### src/rtl/first_nios2_system_sysid_arb_pkg.sv
// Shared definitions for the sysid read arbiter: FSM encoding, master
// count and the values every register takes while reset_n is low.
package first_nios2_system_sysid_arb_pkg;

    localparam int NUM_MASTERS = 2;

    typedef enum logic [1:0] {
        ST_IDLE   = 2'd0,
        ST_ACCESS = 2'd1,
        ST_RESP   = 2'd2
    } state_t;

    localparam logic RST_WAITREQUEST   = 1'b1;
    localparam logic RST_READDATAVALID = 1'b0;
    localparam logic RST_LAST_GRANT    = 1'b1;
    localparam logic RST_GRANT         = 1'b0;

    // One-hot per-master select from a grant index.
    function automatic logic [NUM_MASTERS-1:0] grant_onehot(input logic idx);
        grant_onehot = idx ? 2'b10 : 2'b01;
    endfunction

endpackage

### src/rtl/first_nios2_system_rr_grant2.sv
// Two-input grant selection, purely combinational. In round-robin mode a
// tie goes to the master that was not served last; in fixed-priority mode
// master 0 always wins a tie. A single requester always wins.
module first_nios2_system_rr_grant2
    import first_nios2_system_sysid_arb_pkg::*;
(
    input  logic [NUM_MASTERS-1:0] req,
    input  logic                   last_grant,
    input  logic                   rr_mode,
    output logic                   grant
);

    // Pick the winning master index from the current requests.
    always_comb begin
        grant = 1'b0;
        case (req)
            2'b01:   grant = 1'b0;
            2'b10:   grant = 1'b1;
            2'b11:   grant = rr_mode ? ~last_grant : 1'b0;
            default: grant = 1'b0;
        endcase
    end

endmodule

### src/rtl/first_nios2_system_sysid_arbiter.sv
// Two-master Avalon-MM read arbiter in front of the zero-latency sysid
// slave. Each read goes IDLE -> ACCESS -> RESP: the request is sampled in
// IDLE, accepted (waitrequest low) in ACCESS where the slave word is
// captured, and returned with a readdatavalid pulse in RESP.
// Build option: define SYSID_ARB_ROUND_ROBIN_EN for round-robin tie
// breaking; without it master 0 has fixed priority.
module first_nios2_system_sysid_arbiter
    import first_nios2_system_sysid_arb_pkg::*;
#(
    parameter int DATA_W = 32,
    parameter int ADDR_W = 1
) (
    input  logic              clock,
    input  logic              reset_n,

    input  logic              m0_read,
    input  logic [ADDR_W-1:0] m0_address,
    output logic              m0_waitrequest,
    output logic [DATA_W-1:0] m0_readdata,
    output logic              m0_readdatavalid,

    input  logic              m1_read,
    input  logic [ADDR_W-1:0] m1_address,
    output logic              m1_waitrequest,
    output logic [DATA_W-1:0] m1_readdata,
    output logic              m1_readdatavalid,

    output logic [ADDR_W-1:0] s_address,
    input  logic [DATA_W-1:0] s_readdata
);

`ifdef SYSID_ARB_ROUND_ROBIN_EN
    localparam logic RR_MODE = 1'b1;
`else
    localparam logic RR_MODE = 1'b0;
`endif

    state_t                  state;
    logic                    grant_idx;
    logic                    last_grant;
    logic [NUM_MASTERS-1:0]  wait_q;
    logic [NUM_MASTERS-1:0]  rdv_q;
    logic [DATA_W-1:0]       resp_q;
    logic [ADDR_W-1:0]       s_address_q;

    logic [NUM_MASTERS-1:0]  req;
    logic                    arb_grant;
    logic                    granted_read;
    logic [ADDR_W-1:0]       sel_address;

    assign req = {m1_read, m0_read};

    first_nios2_system_rr_grant2 u_grant (
        .req        (req),
        .last_grant (last_grant),
        .rr_mode    (RR_MODE),
        .grant      (arb_grant)
    );

    // Address of the master that wins this IDLE cycle, and whether the
    // master already granted is still asserting read during ACCESS.
    always_comb begin
        sel_address  = arb_grant ? m1_address : m0_address;
        granted_read = grant_idx ? m1_read : m0_read;
    end

    // FSM with registered handshake outputs, response word and grant history.
    always_ff @(posedge clock or negedge reset_n) begin
        if (!reset_n) begin
            state       <= ST_IDLE;
            grant_idx   <= RST_GRANT;
            last_grant  <= RST_LAST_GRANT;
            wait_q      <= {NUM_MASTERS{RST_WAITREQUEST}};
            rdv_q       <= {NUM_MASTERS{RST_READDATAVALID}};
            resp_q      <= '0;
            s_address_q <= '0;
        end else begin
            case (state)
                ST_IDLE: begin
                    rdv_q <= '0;
                    if (|req) begin
                        grant_idx   <= arb_grant;
                        s_address_q <= sel_address;
                        wait_q      <= ~grant_onehot(arb_grant);
                        state       <= ST_ACCESS;
                    end else begin
                        wait_q <= '1;
                    end
                end
                ST_ACCESS: begin
                    wait_q <= '1;
                    if (granted_read) begin
                        resp_q <= s_readdata;
                        rdv_q  <= grant_onehot(grant_idx);
                        state  <= ST_RESP;
                    end else begin
                        // Read withdrawn while accepted: drop it silently.
                        rdv_q <= '0;
                        state <= ST_IDLE;
                    end
                end
                ST_RESP: begin
                    rdv_q      <= '0;
                    wait_q     <= '1;
                    last_grant <= grant_idx;
                    state      <= ST_IDLE;
                end
                default: begin
                    rdv_q  <= '0;
                    wait_q <= '1;
                    state  <= ST_IDLE;
                end
            endcase
        end
    end

    assign m0_waitrequest   = wait_q[0];
    assign m1_waitrequest   = wait_q[1];
    assign m0_readdatavalid = rdv_q[0];
    assign m1_readdatavalid = rdv_q[1];
    assign m0_readdata      = resp_q;
    assign m1_readdata      = resp_q;
    assign s_address        = s_address_q;

endmodule

### config.mk
export PLATFORM = sky130hd
export DESIGN_NAME = first_nios2_system_sysid_arbiter
export DESIGN_NICKNAME = d
export VERILOG_FILES = /design/src/rtl/first_nios2_system_sysid_arb_pkg.sv /design/src/rtl/first_nios2_system_rr_grant2.sv /design/src/rtl/first_nios2_system_sysid_arbiter.sv
export SDC_FILE = /design/constraint.sdc
export NUM_CORES = 1
export LEC_CHECK = 0
export ABC_AREA = 1
export CORE_ASPECT_RATIO = 0.7
export CORE_MARGIN = 10
export CORE_UTILIZATION = 38
export DETAILED_ROUTE_END_ITERATION = 8
export GPL_ROUTABILITY_DRIVEN = 0
export PLACE_DENSITY = 0.91
export SYNTH_ARGS = -nofsm -noshare
export SYNTH_HDL_FRONTEND = slang
export SYNTH_SLANG_ARGS = --single-unit
### constraint.sdc
create_clock -name clock -period 1.42 [get_ports clock]
set_input_delay 0.284 -clock clock [delete_from_list [all_inputs] [get_ports clock]]
set_output_delay 0.284 -clock clock [all_outputs]
set_load 0.02 [all_outputs]
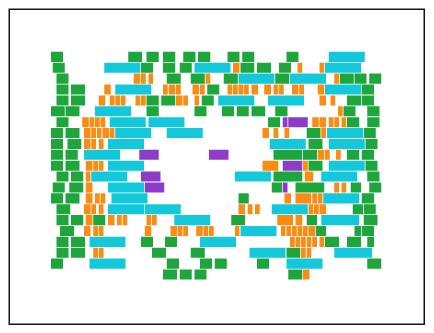
(run_1/cell_classes.png)
Drawn at 4 px/micron.
Orange marks all other logic, cells 123, share of their area 20%. Purple marks clock drivers and dummy loads, cells 8, share of their area 3.3%. Cyan marks flip-flops, cells 40, share of their area 37%. Green marks other buffers and delay cells, cells 116, share of their area 40%.

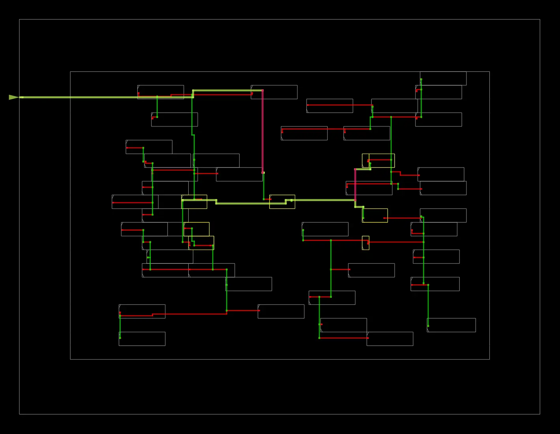
(run_1/final_clocks.png)
clk pwr: 0.000766 W
Setup Skew: 0.005280 ns
clk_lat worst skew: 0.28 ns

==> flow_metrics.py, run 1 <==
# Generated from Yosys and OpenROAD reports
metrics = {
    "pwr": {
        "p_leak_nw": 1.536,
        "pg_seq_w": 0.00203,
        "swShare_pct": 47.15,
        "p_int_w": 0.003473,
        "combPwrFrac_pct": 57.4,
        "ir_worst_vdd_mv": 1.113,
    },
    "die": {
        "pin_count": 107,
        "die_height_microns": 78.37,
        "die_w_microns": 103.4,
        "floorplan.core_util_pct": 38.88,
    },
    "layout": {
        "drive_above_1_share_pct": 8.014,
        "clock_buffers": 8,
        "largest_reg_flops": 32,
        "largest_class": "buffers",
        "fin_util_pct": 58.75,
        "nNonClkBuffers": 116,
        "n_fill_cell": 445,
        "flops": 40,
        "inv_count": 6,
        "area_delta_synth_final_pct": 51.08,
        "sh_seq_area_pct": 35.92,
        "num-multi-input-gates": 117,
    },
    "clocking": {
        "cts_buffer_depth": 2,
        "clk_pin_slew_ns": 0.07,
        "cts_resized": 70,
        "cts_root_buffer": "clkbuf_8",
        "hold_buffers": 1,
    },
    "route": {
        "drc": 0,
        "wl_met2_microns": 2361,
        "wl_microns": 5189,
        "wl_per_cell_microns": 14.58,
        "drt-pass1-iter-count": 4,
        "met3WireLength_microns": 695,
        "drtIter0Drc": 57,
        "wl_met1_microns": 2109,
    },
    "setup_path": {
        "crit_chain": "clkdlybuf4s15_1",
        "critical_path.max_stage_delay_ns": 0.52,
        "cp-start-kind": "register",
        "cp.arrival_ns": 1.09,
        "reg2reg_to": "m0_readdata[30]",
        "cpLargestDelayFamily": "flip-flops",
        "crit_required_ns": 1.14,
        "end_kind": "output port",
        "path_class": "reg2out",
        "crit_path_end": "m1_waitrequest",
        "worstRegToRegCells": 7,
        "reg2reg_from": "grant_idx",
        "worst_path_max_delay_cell": "dfstp_2",
        "cp-startpoint": "wait_q[1]",
    },
    "grt": {
        "track_usage_pct": 12.71,
        "gr-total-overflow": 0,
        "antenna_found_initial": 0,
        "grt_pass1_wl_microns": 8148,
        "grt_max_degree": 33,
        "grtUsageMet3_pct": 7.437,
    },
    "final_timing": {
        "finalSetupTns_ns": 0,
        "setup_viol": 0,
        "finalClockPeriodUsage_pct": 96.66,
        "worstMarginPinSlew_ns": 0.2630,
        "layout_setup_ws_ns": 0.04746,
        "hold_ws_ns": 0.4897,
        "rsz0062_at_grt": "false",
    },
    "flow_run": {
        "warnings": 26,
    },
    "synthesis": {
        "area_leaders": "dfrtp_1 51%, buf_4 15%, nand2_1 15%",
        "syn_avg_cell_area_sq_um": 9.065,
        "ys.flops": 40,
        "yosys_most_used_dff": "dfrtp_1",
        "synthCells": 204,
        "synth.most_common_cell": "nand2_1",
        "async_reset_ff_share_pct": 100.0,
        "ys_warn_count": 0,
    },
    "hold_path": {
        "whs_path_depth": 2,
        "hp-class": "reg2reg",
    },
    "run_status": {
        "status": "complete, no violations",
    },
}
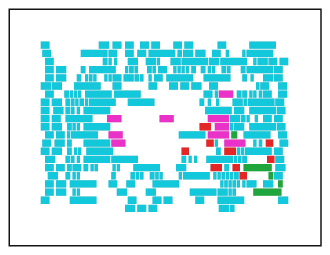
(run_1/drive_strength.png)
Drawn at 3 px/micron.
Red marks drive 3 to 4, cells 9. Cyan marks drive 1 or less, cells 264. Green marks drive 2, cells 5. Magenta marks drive 6 and up, cells 9.

run 1: stage by stage:
stage	std cells	area, sq um
floorplan	204	1849
global placement	347	2783
detailed placement	347	2783
CTS	356	2798
global route	356	2794
finish	356	2794
run 1: placed cells by master, fill, tap and decap left out:
cell,count
nor2_1,5
dfstp_2,2
o21ai_0,2
nor2_4,1
dlygate4sd2_1,67
buf_4,6
buf_12,3
nand2_1,72
dlygate4sd3_1,1
clkdlybuf4s15_1,1
inv_1,6
clkbuf_1,2
nand3_1,34
clkbuf_2,1
clkdlybuf4s50_1,36
nand2_4,2
dfrtp_1,38
buf_2,1
clkbuf_8,6
nand2_2,1
run 1: logic make-up after synthesis:
group                  Yosys count  synth area share (%)
AND/OR/NAND/NOR                115                 27.00
buffers and inverters           47                 18.20
flip-flops                      40                 54.26
AND-OR/OR-AND                    2                0.5413
## Run 2: what changed since run 1
- PLACE_DENSITY: 0.91 -> 0.8
- clock period: 1.42 -> 1.5 ns (I/O delays scaled with it)
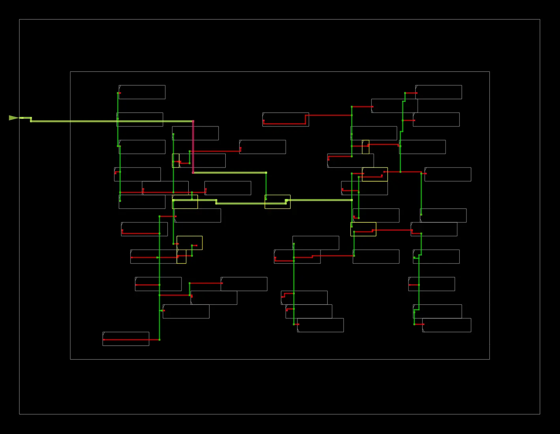
(run_2/final_clocks.png)
TritonCTS Sinks: 40
clk pwr: 0.000672 W
Num CTS Buffers: 5
Setup Skew: 0.009296 ns

==> run 2 against run 1 <==
  * Sequential power shrank 6%
  * Via count is 2.0% lower
  * Count of clock-buffer cells in the layout decreased by 1
  * Sequential cell count unchanged
  * Largest cell class unchanged
  * Critical path type unchanged
  * Hold slack hardly changed
  * Non-clock buffer count unchanged
  * Critical endpoint is now m0_waitrequest
==> flow_metrics.py, run 2 <==
# Generated from Yosys and OpenROAD reports
metrics = {
    "synthesis": {
        "area_leaders": "dfrtp_1 51%, buf_4 15%, nand2_1 15%",
        "ys.flops": 40,
        "async_reset_ff_share_pct": 100.0,
        "yosys_most_used_dff": "dfrtp_1",
        "ys_warn_count": 0,
        "syn_avg_cell_area_sq_um": 9.065,
    },
    "flow_run": {
        "warnings": 26,
    },
    "layout": {
        "final_area_sq_um": 2763,
        "drive_above_1_share_pct": 7.666,
        "n_fill_cell": 475,
        "area_delta_synth_final_pct": 49.39,
        "largest_reg_flops": 32,
        "finalNonFillerCells": 356,
    },
    "grt": {
        "grt_pass1_wl_microns": 8148,
        "gr-total-overflow": 0,
        "track_usage_pct": 12.62,
        "antenna_found_initial": 0,
    },
    "setup_path": {
        "critical_path.max_stage_delay_ns": 0.51,
        "worst_path_max_delay_cell": "dfstp_2",
        "cpLargestDelayFamily": "flip-flops",
        "cp-startpoint": "wait_q[0]",
        "crit_required_ns": 1.20,
        "crit_chain": "dlygate4sd2_1",
        "worstRegToRegCells": 4,
        "crit_path_end": "m0_waitrequest",
    },
    "final_timing": {
        "finalClockPeriodUsage_pct": 94.14,
        "finalSetupTns_ns": 0,
        "rsz0062_at_grt": "false",
        "worstMarginPinSlew_ns": 0.4933,
    },
    "hold_path": {
        "hp-class": "reg2reg",
    },
    "pwr": {
        "pg_seq_w": 0.00191,
        "combPwrFrac_pct": 57.7,
        "swShare_pct": 47.76,
        "p_leak_nw": 1.520,
    },
    "placement": {
        "dp_cells": 347,
        "place_area_sq_um": 2758,
    },
    "route": {
        "drtIter0Drc": 83,
        "wl_per_cell_microns": 14.48,
        "wl_met1_microns": 2066,
        "wl_microns": 5156,
        "wl_met2_microns": 2461,
    },
    "die": {
        "die_height_microns": 78.37,
        "pin_count": 107,
    },
    "clocking": {
        "cts_resized": 69,
        "hold_buffers": 1,
    },
    "run_status": {
        "status": "complete, no violations",
    },
}
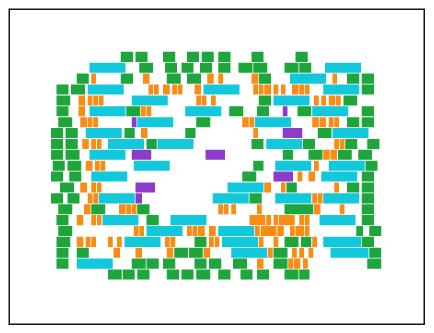
(run_2/cell_classes.png)
Drawn at 4 px/micron.
Orange marks all other logic, cells 123, share of their area 20%. Purple marks clock drivers and dummy loads, cells 8, share of their area 3.0%. Green marks other buffers and delay cells, cells 116, share of their area 40%. Cyan marks flip-flops, cells 40, share of their area 37%.
Final Core Density: 58.09%
Rows: 21
sequential cell area share: 36.32%
Core Region: 4756 sq um

run 2: cell count changes in the layout (fill, tap and decap cells not counted):
cell / delta
clkdlybuf4s15_1: -1
dlygate4sd2_1: +2
clkbuf_8: -1
clkbuf_2: -1
buf_12: -2
buf_4: +2
clkinv_2: +1
run 2: final cells by class:
class	count	share of cell area (%)
Multi-Input combinational cell	117	18.43
Sequential cell	40	36.32
Inverter	6	0.8152
Clock buffer	7	2.763
Timing Repair Buffer	116	38.36
Tap cell	69	3.125
Clock inverter	1	0.1812
run 2: kinds of logic after synthesis:
family	after synthesis	synth area share [%]
and+or+nand+nor	115	27.00
buffers and inverters	47	18.20
DFF	40	54.26
AOI/OAI and AO/OA	2	0.5413
No activity file was given, so power comes from the tool's default toggle rates.
